$ cat src/rtl/core_pkg.sv
// Mini-core shared types and defaults.
// Holds the store-stage state enum and memory width defaults.
package core_pkg;

  localparam int ADR_W  = 6;
  localparam int DATA_W = 8;

  typedef enum logic [1:0] {
    ST_IDLE  = 2'd0,
    ST_WR_LO = 2'd1,
    ST_WR_HI = 2'd2,
    ST_HALT  = 2'd3
  } st_state_t;

endpackage

$ cat src/rtl/st.sv
// Store stage: writes an 8/16-bit result to a byte-wide data memory,
// one byte per cycle, freezing upstream while busy; tracks halt.
// Ports: clk, rst (async high); in_valid, data_mem_write, mul_or_add,
//   halted, write_adr, result in; mem_we/mem_adr/mem_wdata to memory;
//   freeze, st_done, halted_out, wr_count status out.
module st
  import core_pkg::*;
#(
  parameter int ADR_W  = core_pkg::ADR_W,
  parameter int DATA_W = core_pkg::DATA_W
) (
  input  logic                clk,
  input  logic                rst,
  input  logic                in_valid,
  input  logic                data_mem_write,
  input  logic                mul_or_add,
  input  logic                halted,
  input  logic [ADR_W-1:0]    write_adr,
  input  logic [2*DATA_W-1:0] result,
  output logic                mem_we,
  output logic [ADR_W-1:0]    mem_adr,
  output logic [DATA_W-1:0]   mem_wdata,
  output logic                freeze,
  output logic                st_done,
  output logic                halted_out,
  output logic [7:0]          wr_count
);

  st_state_t state, state_nx;

  logic [ADR_W-1:0]    adr_q;
  logic [2*DATA_W-1:0] res_q;
  logic                mul_q;
  logic                halt_pend;
  logic                accept;

  assign accept = (state == ST_IDLE) && in_valid && data_mem_write;

  always_ff @(posedge clk or posedge rst) begin
    if (rst) state <= ST_IDLE;
    else     state <= state_nx;
  end

  always_comb begin
    state_nx = state;
    unique case (state)
      ST_IDLE: begin
        if (in_valid) begin
          if (data_mem_write) state_nx = ST_WR_LO;
          else if (halted)    state_nx = ST_HALT;
        end
      end
      ST_WR_LO: begin
        if (mul_q)          state_nx = ST_WR_HI;
        else if (halt_pend) state_nx = ST_HALT;
        else                state_nx = ST_IDLE;
      end
      ST_WR_HI: begin
        state_nx = halt_pend ? ST_HALT : ST_IDLE;
      end
      ST_HALT: state_nx = ST_HALT;
      default: state_nx = ST_IDLE;
    endcase
  end

  always_ff @(posedge clk or posedge rst) begin
    if (rst) begin
      adr_q     <= '0;
      res_q     <= '0;
      mul_q     <= 1'b0;
      halt_pend <= 1'b0;
    end else if (accept) begin
      adr_q     <= write_adr;
      res_q     <= result;
      mul_q     <= mul_or_add;
      halt_pend <= halted;
    end
  end

  // Outputs are decoded from state and holding flops only.
  always_comb begin
    mem_we     = 1'b0;
    mem_adr    = '0;
    mem_wdata  = '0;
    st_done    = 1'b0;
    freeze     = (state != ST_IDLE);
    halted_out = (state == ST_HALT);
    unique case (state)
      ST_WR_LO: begin
        mem_we    = 1'b1;
        mem_adr   = adr_q;
        mem_wdata = res_q[DATA_W-1:0];
        st_done   = ~mul_q;
      end
      ST_WR_HI: begin
        mem_we    = 1'b1;
        mem_adr   = adr_q + 1'b1;
        mem_wdata = res_q[2*DATA_W-1:DATA_W];
        st_done   = 1'b1;
      end
      default: ;
    endcase
  end

  always_ff @(posedge clk or posedge rst) begin
    if (rst)                          wr_count <= '0;
    else if (mem_we && wr_count != 8'hFF) wr_count <= wr_count + 8'd1;
  end

endmodule

$ cat config.mk
export PLATFORM = sky130hd
export DESIGN_NAME = st
export DESIGN_NICKNAME = d
export VERILOG_FILES = /design/src/rtl/core_pkg.sv /design/src/rtl/st.sv
export SDC_FILE = /design/constraint.sdc
export NUM_CORES = 1
export LEC_CHECK = 0
export CORE_ASPECT_RATIO = 0.6
export CORE_UTILIZATION = 42
export CTS_CLUSTER_DIAMETER = 150
export CTS_CLUSTER_SIZE = 24
export DETAILED_ROUTE_END_ITERATION = 6
export PLACE_DENSITY = 0.76
export RECOVER_POWER = 50
export SETUP_SLACK_MARGIN = 0.02
export SLEW_MARGIN = 30
export SYNTH_ARGS = -nofsm -noshare
export SYNTH_HDL_FRONTEND = slang
export SYNTH_SLANG_ARGS = --single-unit
$ cat constraint.sdc
create_clock -name clk -period 1.97 [get_ports clk]
set_clock_uncertainty 0.1 [all_clocks]
set_input_delay 0.4925 -clock clk [delete_from_list [all_inputs] [get_ports clk]]
set_output_delay 0.4925 -clock clk [all_outputs]
set_load 0.01 [all_outputs]
### Routed clock nets over the placement, run 1

Bar = 20 um.
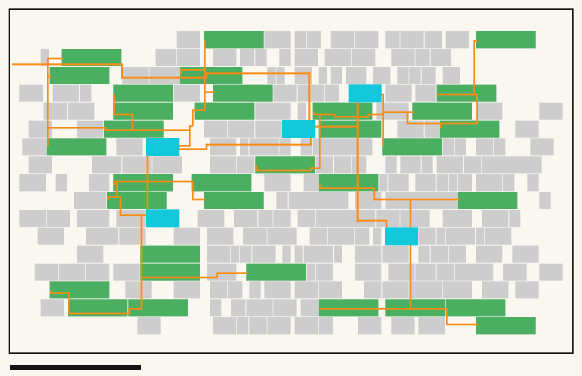
[clock wires] orange | length: 432 um
[flip-flops] green | count: 34
[cells driving clock nets] cyan | count: 5
flops lie: spread over the die

### Cell classes on the final placement, run 1

Bar = 20 um.
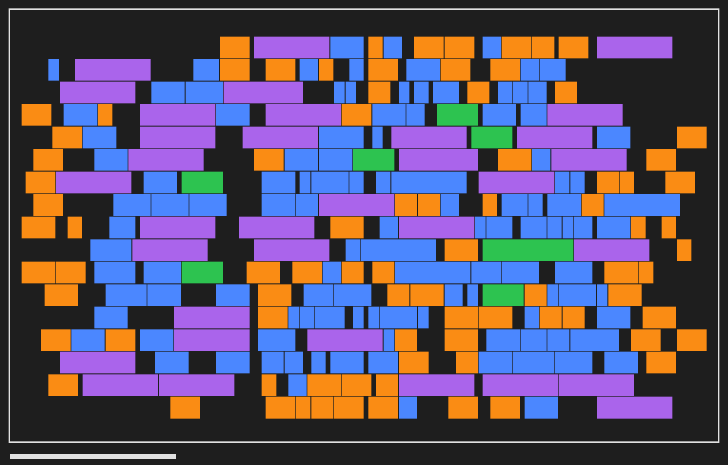
[other buffers and delay cells] orange | cells: 83 | share of their area: 27%
[flip-flops] purple | cells: 34 | share of their area: 31%
[clock drivers and dummy loads] green | cells: 7 | share of their area: 4.1%
[all other logic] blue | cells: 114 | share of their area: 38%
Final Instance Area: 2820 sq um
number of core rows: 17

==> out/metrics.yaml, run 1 <==
clock_tree:
  cts_resized: 98
  ctsHoldBuffers: 0
  path_clk_slew_ns: 0.07
  cts_max_level: 2
  cts_buffer_depth: 2
  post_cts.repair.setup_buffers: 6
  clock_latency_ns: 0.28
  cts-buffers-inserted: 5
  root_buffer: "clkbuf_8"
  cts_tree: "done"
final_layout:
  fin_cells: 285
  comb_cells: 107
  finish.net_count: 273
  layout.cells.most_common_list: "34 x clkdlybuf4s50_1, 32 x dfrtp_1, 27 x mux2_2"
  n_fill_cell: 249
  lay_top_count: "clkdlybuf4s50_1"
  comb_area_frac: 0.362
  flop-count: 34
  regMostFlops: "res_q"
  buf_share: 0.264
  n_all_buffers: 83
  layout.non_clock_inverters: 7
  final_util: 0.737
  area_dominant_class: "combinational gates"
  sh_seq_area: 0.302
  drive_above_1_share: 0.487
  n_antenna_cell: 0
  flop_area_sq_um: 853
hold_path:
  min_from: "res_q[11]$_DFFE_PP0P_"
  hold_path_end: "res_q[11]$_DFFE_PP0P_"
  hold-path-cell-count: 1
  hold_path_class: "flop to flop"
die:
  die_y_um: 52.1
  core_area_sq_um: 3830
  io_pins: 54
  chipArea_sq_um: 4460
  die_w_um: 85.5
  fp_util: 0.459
route:
  dr.pass1.iters: 4
  met2_length_um: 2490
  route.met3.wl_um: 269
  wl_um: 5020
  drt_iter0_drc: 114
  avgViaCountPerCell: 5.54
  antenna_left: 0
  wl_met1_um: 2170
  highest_layer: "met4"
  drc: 0
worst_setup_path:
  end_kind: "primary output"
  r2r-start: "state[0]$_DFFE_PP0P_"
  crit_family: "simple AND/OR/NAND/NOR gates"
  reg2reg_slack_ns: -0.04
  slowest_delay_ns: 0.48
  cp_slowest_cell: "or4_4"
  cp-endpoint: "mem_adr[5]"
  crit_path_max_fanout: 2
  crit_chain: "inv_2 -> ha_4 -> inv_2 -> or4_4 -> a31oi_2 -> buf_2"
  cp.arrival_ns: 1.70
  crit_top_cell: "inv_2"
  worst-setup-path-type: "flop to primary output"
  startpoint_type: "flop"
  crit_buf_inv: 3
  path_depth: 6
  reg2regPathDepth: 8
power:
  p_per_area_nw_per_um2: 502
  irDropWorstVdd_uv: 352
  pg_comb_w: 0.0000720
  power_frac_seq: 0.493
  p_comb_frac: 0.051
  power_w: 0.00142
  pg_seq_w: 0.000698
  clock_power_w: 0.000646
  p_switching_w: 0.000266
  p_clk_frac: 0.456
  maxPowerGroup: "registers"
global_routing:
  grtUsageTotal: 0.243
  grt_start_max_net_pins: 35
  antenna_found_initial: 0
  gr-total-overflow: 0
  global_route.usage.met2: 0.416
  grt_pass1_wl_um: 7900
  grt_use_met3: 0.0587
  global_route.peak_usage_layer: "met2"
  met1_usage: 0.306
sta:
  period_needed_ns: 2.30
  final.setup.tns_ns: -2.93
  setup_viol: 17
  relSlewSlack: 0.443
  slew_violations: 0
  tightest_slew_ns: 0.836
  post-route-period-util: 1.17
  hold_slack_ns: 0.413
  rsz0062_at_grt: "yes"
  setup_slack_ns: -0.327
place:
  place_inst: 269
  hpwl_um: 3410
  dp_slack_ns: -0.449
  gp_congestion: 0.871
yosys:
  avgSynthCellArea_sq_um: 11.3
  fp_nets: 190
  ys_types: 29
  compound_area_frac: 0.116
  ys_seq_share: 0.484
  syn_area_sq_um: 1760
  numSynthFlops: 34
  ys_cells: 155
  synthXorXnorAreaFrac: 0.0199
  top_logic_kind: "multiplexers"
  fa_ha_area_frac: 0.0498
  ys_sh_mux: 0.185
  synth-area-yosys_sq_um: 1760
  simple_gate_share: 0.112
outcome:
  status: "finished, violations left"
  failed_checks: "setup timing"
run:
  openroad.warnings: 33
### Wiring by layer, run 1

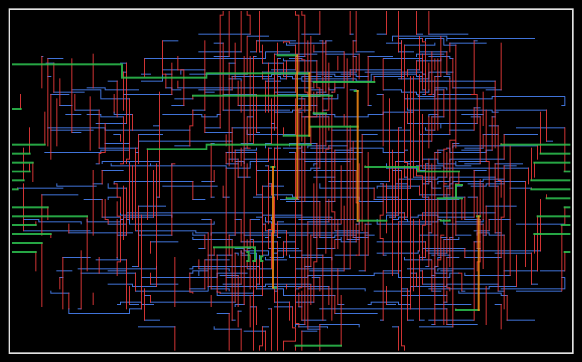
[met3] green | wire length: 269 um
[met1] blue | wire length: 2170 um
[met4] orange | wire length: 83.6 um
[met2] red | wire length: 2490 um

### PDN straps and rails, run 1

Bar = 20 um. Pins as bars on the die edge.
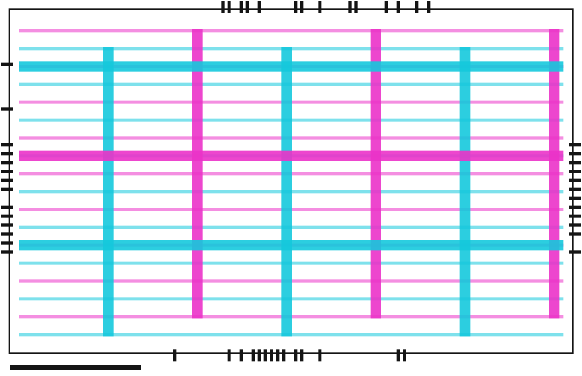
[VSS] cyan
[VDD] magenta
met5 straps: 3
met1 rails: 18
rows: 17
signal pins: 54
met4 straps: 6

## run 1: cell usage after synthesis, drive strengths merged
master / instances / area [sq um]
nand4: 3 / 18.8
and3: 2 / 12.5
buf: 5 / 25.0
nor2: 6 / 22.5
dfrtp: 34 / 851
and4: 1 / 8.76
a22oi: 10 / 75.1
a21oi: 1 / 5.00
o21ai: 9 / 45.0
mux2: 28 / 315
xnor2: 1 / 8.76
a31oi: 4 / 25.0
or4: 1 / 7.51
nor2b: 9 / 56.3
mux2i: 1 / 10.0
o211ai: 1 / 7.51
nand3: 7 / 40.0
nand2: 8 / 30.0
a32o: 1 / 10.0
ha: 7 / 87.6
xor2: 3 / 26.3
o2111a: 1 / 11.3
a41oi: 2 / 17.5
clkbuf: 2 / 7.51
o21a: 1 / 7.51
inv: 7 / 26.3
### Track usage over the die, run 1

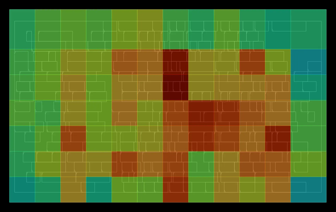

## Run 2: what changed since run 1
--- a/config.mk
+++ b/config.mk
@@ -5,7 +5,7 @@
 export SDC_FILE = /design/constraint.sdc
 export NUM_CORES = 1
 export LEC_CHECK = 0
-export CORE_ASPECT_RATIO = 0.6
+export ABC_CLOCK_PERIOD_IN_PS = 1970
 export CORE_UTILIZATION = 42
 export CTS_CLUSTER_DIAMETER = 150
 export CTS_CLUSTER_SIZE = 24
### Track usage over the die, run 2

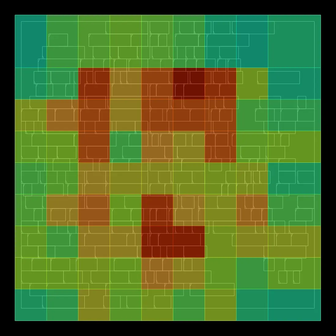
most used routing layer: met2
GRT Total Usage: 0.213
GRT met1 Usage: 0.251
post-layout util: 0.689
M2 GR Usage: 0.369

### Cell classes on the final placement, run 2

Bar = 20 um.
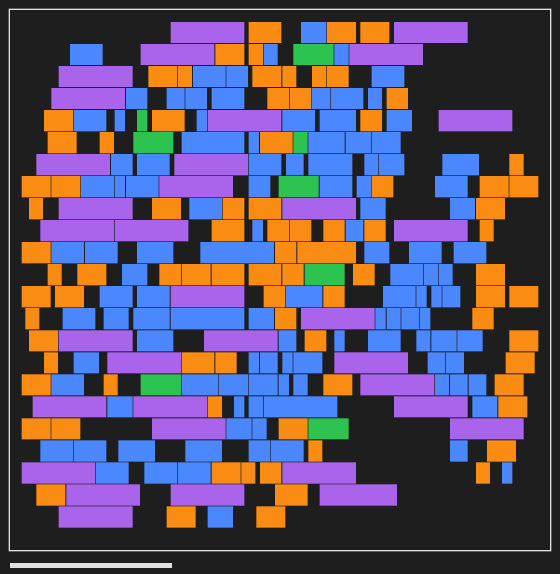
core box area: 4000 sq um
number of core rows: 23
Final Instance Area: 2760 sq um
flop share of the area: 0.309

==> run 2 against run 1 <==
Net effect:
- the run still ends with setup timing left
- combinational power fell by 2%
- worst hold slack worse by 0.0036 ns
- sequential power is essentially flat
- total power decreased by 8.3%
- clock-buffer cell count increased by 1
- cell area shrank 2.4%
- via count decreased by 2.3%
- final cell count up 1.8%
- critical path depth is 1 higher
- non-clock buffer count is 1 higher
- register-to-register slack better by 0.12 ns
==> out/metrics.yaml, run 2 <==
die:
  chipArea_sq_um: 4450  # -0.19%
  io_pins: 54  # unchanged
  fp_util: 0.439  # -0.0197
  die_w_um: 66.7  # -22%
  die_y_um: 66.7  # +28%
power:
  power_frac_seq: 0.538  # +0.045
  maxPowerGroup: "registers"
  p_per_area_nw_per_um2: 471  # -6.1%
  p_switching_w: 0.000271  # +1.7%
  power_w: 0.00130  # -8.3%
  clock_power_w: 0.000529  # -18%
clock_tree:
  root_buffer: "clkbuf_8"
  cts_max_level: 2  # unchanged
  cts_resized: 80  # -18%
  cts_buffer_depth: 2  # unchanged
  cts_tree: "done"
  path_clk_slew_ns: 0.07  # about the same
  clock_latency_ns: 0.28  # about the same
  post_cts.repair.setup_buffers: 3  # -3
final_layout:
  layout.non_clock_inverters: 7  # unchanged
  flop_area_sq_um: 852  # -0.15%
  layout.cells.most_common_list: "34 x clkdlybuf4s50_1, 33 x dfrtp_1, 28 x mux2_2"
  n_all_buffers: 84  # +1.2%
  n_antenna_cell: 0  # unchanged
  buf_share: 0.264  # -0.000333
  flop-count: 34  # unchanged
  regMostFlops: "res_q"
  fin_cells: 290  # +1.8%
  n_fill_cell: 285  # +14%
  comb_area_frac: 0.358  # -0.00339
  lay_top_count: "clkdlybuf4s50_1"
  finish.net_count: 274  # +0.37%
route:
  avgViaCountPerCell: 5.32  # -4.0%
  drt_iter0_drc: 44  # -61%
  route.met3.wl_um: 225  # -16%
  dr.pass1.iters: 4  # unchanged
  drc: 0  # unchanged
  highest_layer: "met4"
  wl_met1_um: 1870  # -14%
  antenna_left: 0  # unchanged
  wl_um: 4410  # -12%
place:
  dp_slack_ns: -0.465  # -0.0159 ns
  hpwl_um: 2970  # -13%
  gp_congestion: 0.863  # -0.88%
sta:
  post-route-period-util: 1.17  # +0.00547
  rsz0062_at_grt: "yes"
  hold_slack_ns: 0.409  # -0.00365 ns
  setup_viol: 16  # -1
  slew_violations: 0  # unchanged
  final.setup.tns_ns: -2.93  # +0.00158 ns
  period_needed_ns: 2.31  # +0.0108 ns
  relSlewSlack: 0.415  # -0.0277
  tightest_slew_ns: 0.877  # +0.0416 ns
  setup_slack_ns: -0.337  # -0.0108 ns
outcome:
  status: "finished, violations left"
  failed_checks: "setup timing"
yosys:
  common_cells: "34 x dfrtp_1, 28 x mux2_2, 10 x a22oi_1, 9 x nor2b_1"
  compound_area_frac: 0.116  # unchanged
  avgSynthCellArea_sq_um: 11.3  # unchanged
  synth-area-yosys_sq_um: 1760  # unchanged
  ys_seq_share: 0.484  # unchanged
  ys.flop_type: "dfrtp_1"
  async_reset_ff_frac: 1.00  # unchanged
  netlist.area_leader.share: 0.484  # unchanged
  synthXorXnorAreaFrac: 0.0199  # unchanged
  synth_top_cell_by_count: "dfrtp_1"
  numSynthFlops: 34  # unchanged
  ys_types: 29  # unchanged
global_routing:
  antenna_found_initial: 0  # unchanged
  grt_pass1_wl_um: 6970  # -12%
worst_setup_path:
  crit_family: "buffers and inverters"
  worst-setup-path-type: "flop to primary output"
  crit_path_max_fanout: 5  # +3
  cp.arrival_ns: 1.71  # about the same
  end_kind: "primary output"
  startpoint_type: "flop"
  crit_chain: "inv_2 -> buf_6 -> ha_4 -> clkinvlp_4 -> buf_6 -> a31oi_4 -> buf_6"
  slowest_delay_ns: 0.38  # -0.10 ns
  crit_top_cell: "buf_6"
  crit_buf_inv: 5  # +2
run 2: worst paths after layout:
kind / to / cells past startpoint / slack [ns] / from
worst max register to register: wr_count[5]$_DFFE_PP0P_ / 8 / 0.08 / state[0]$_DFFE_PP0P_
max in group asynchronous: wr_count[2]$_DFFE_PP0P_ / 3 / 0.35 / rst
worst min-delay path: res_q[11]$_DFFE_PP0P_ / 1 / 0.41 / res_q[11]$_DFFE_PP0P_
min in group asynchronous: wr_count[6]$_DFFE_PP0P_ / 3 / 0.82 / rst
worst min register to register: res_q[11]$_DFFE_PP0P_ / 1 / 0.41 / res_q[11]$_DFFE_PP0P_
worst max-delay path: mem_adr[5] / 7 / -0.34 / state[0]$_DFFE_PP0P_
Power is estimated from default activity; no workload was simulated.
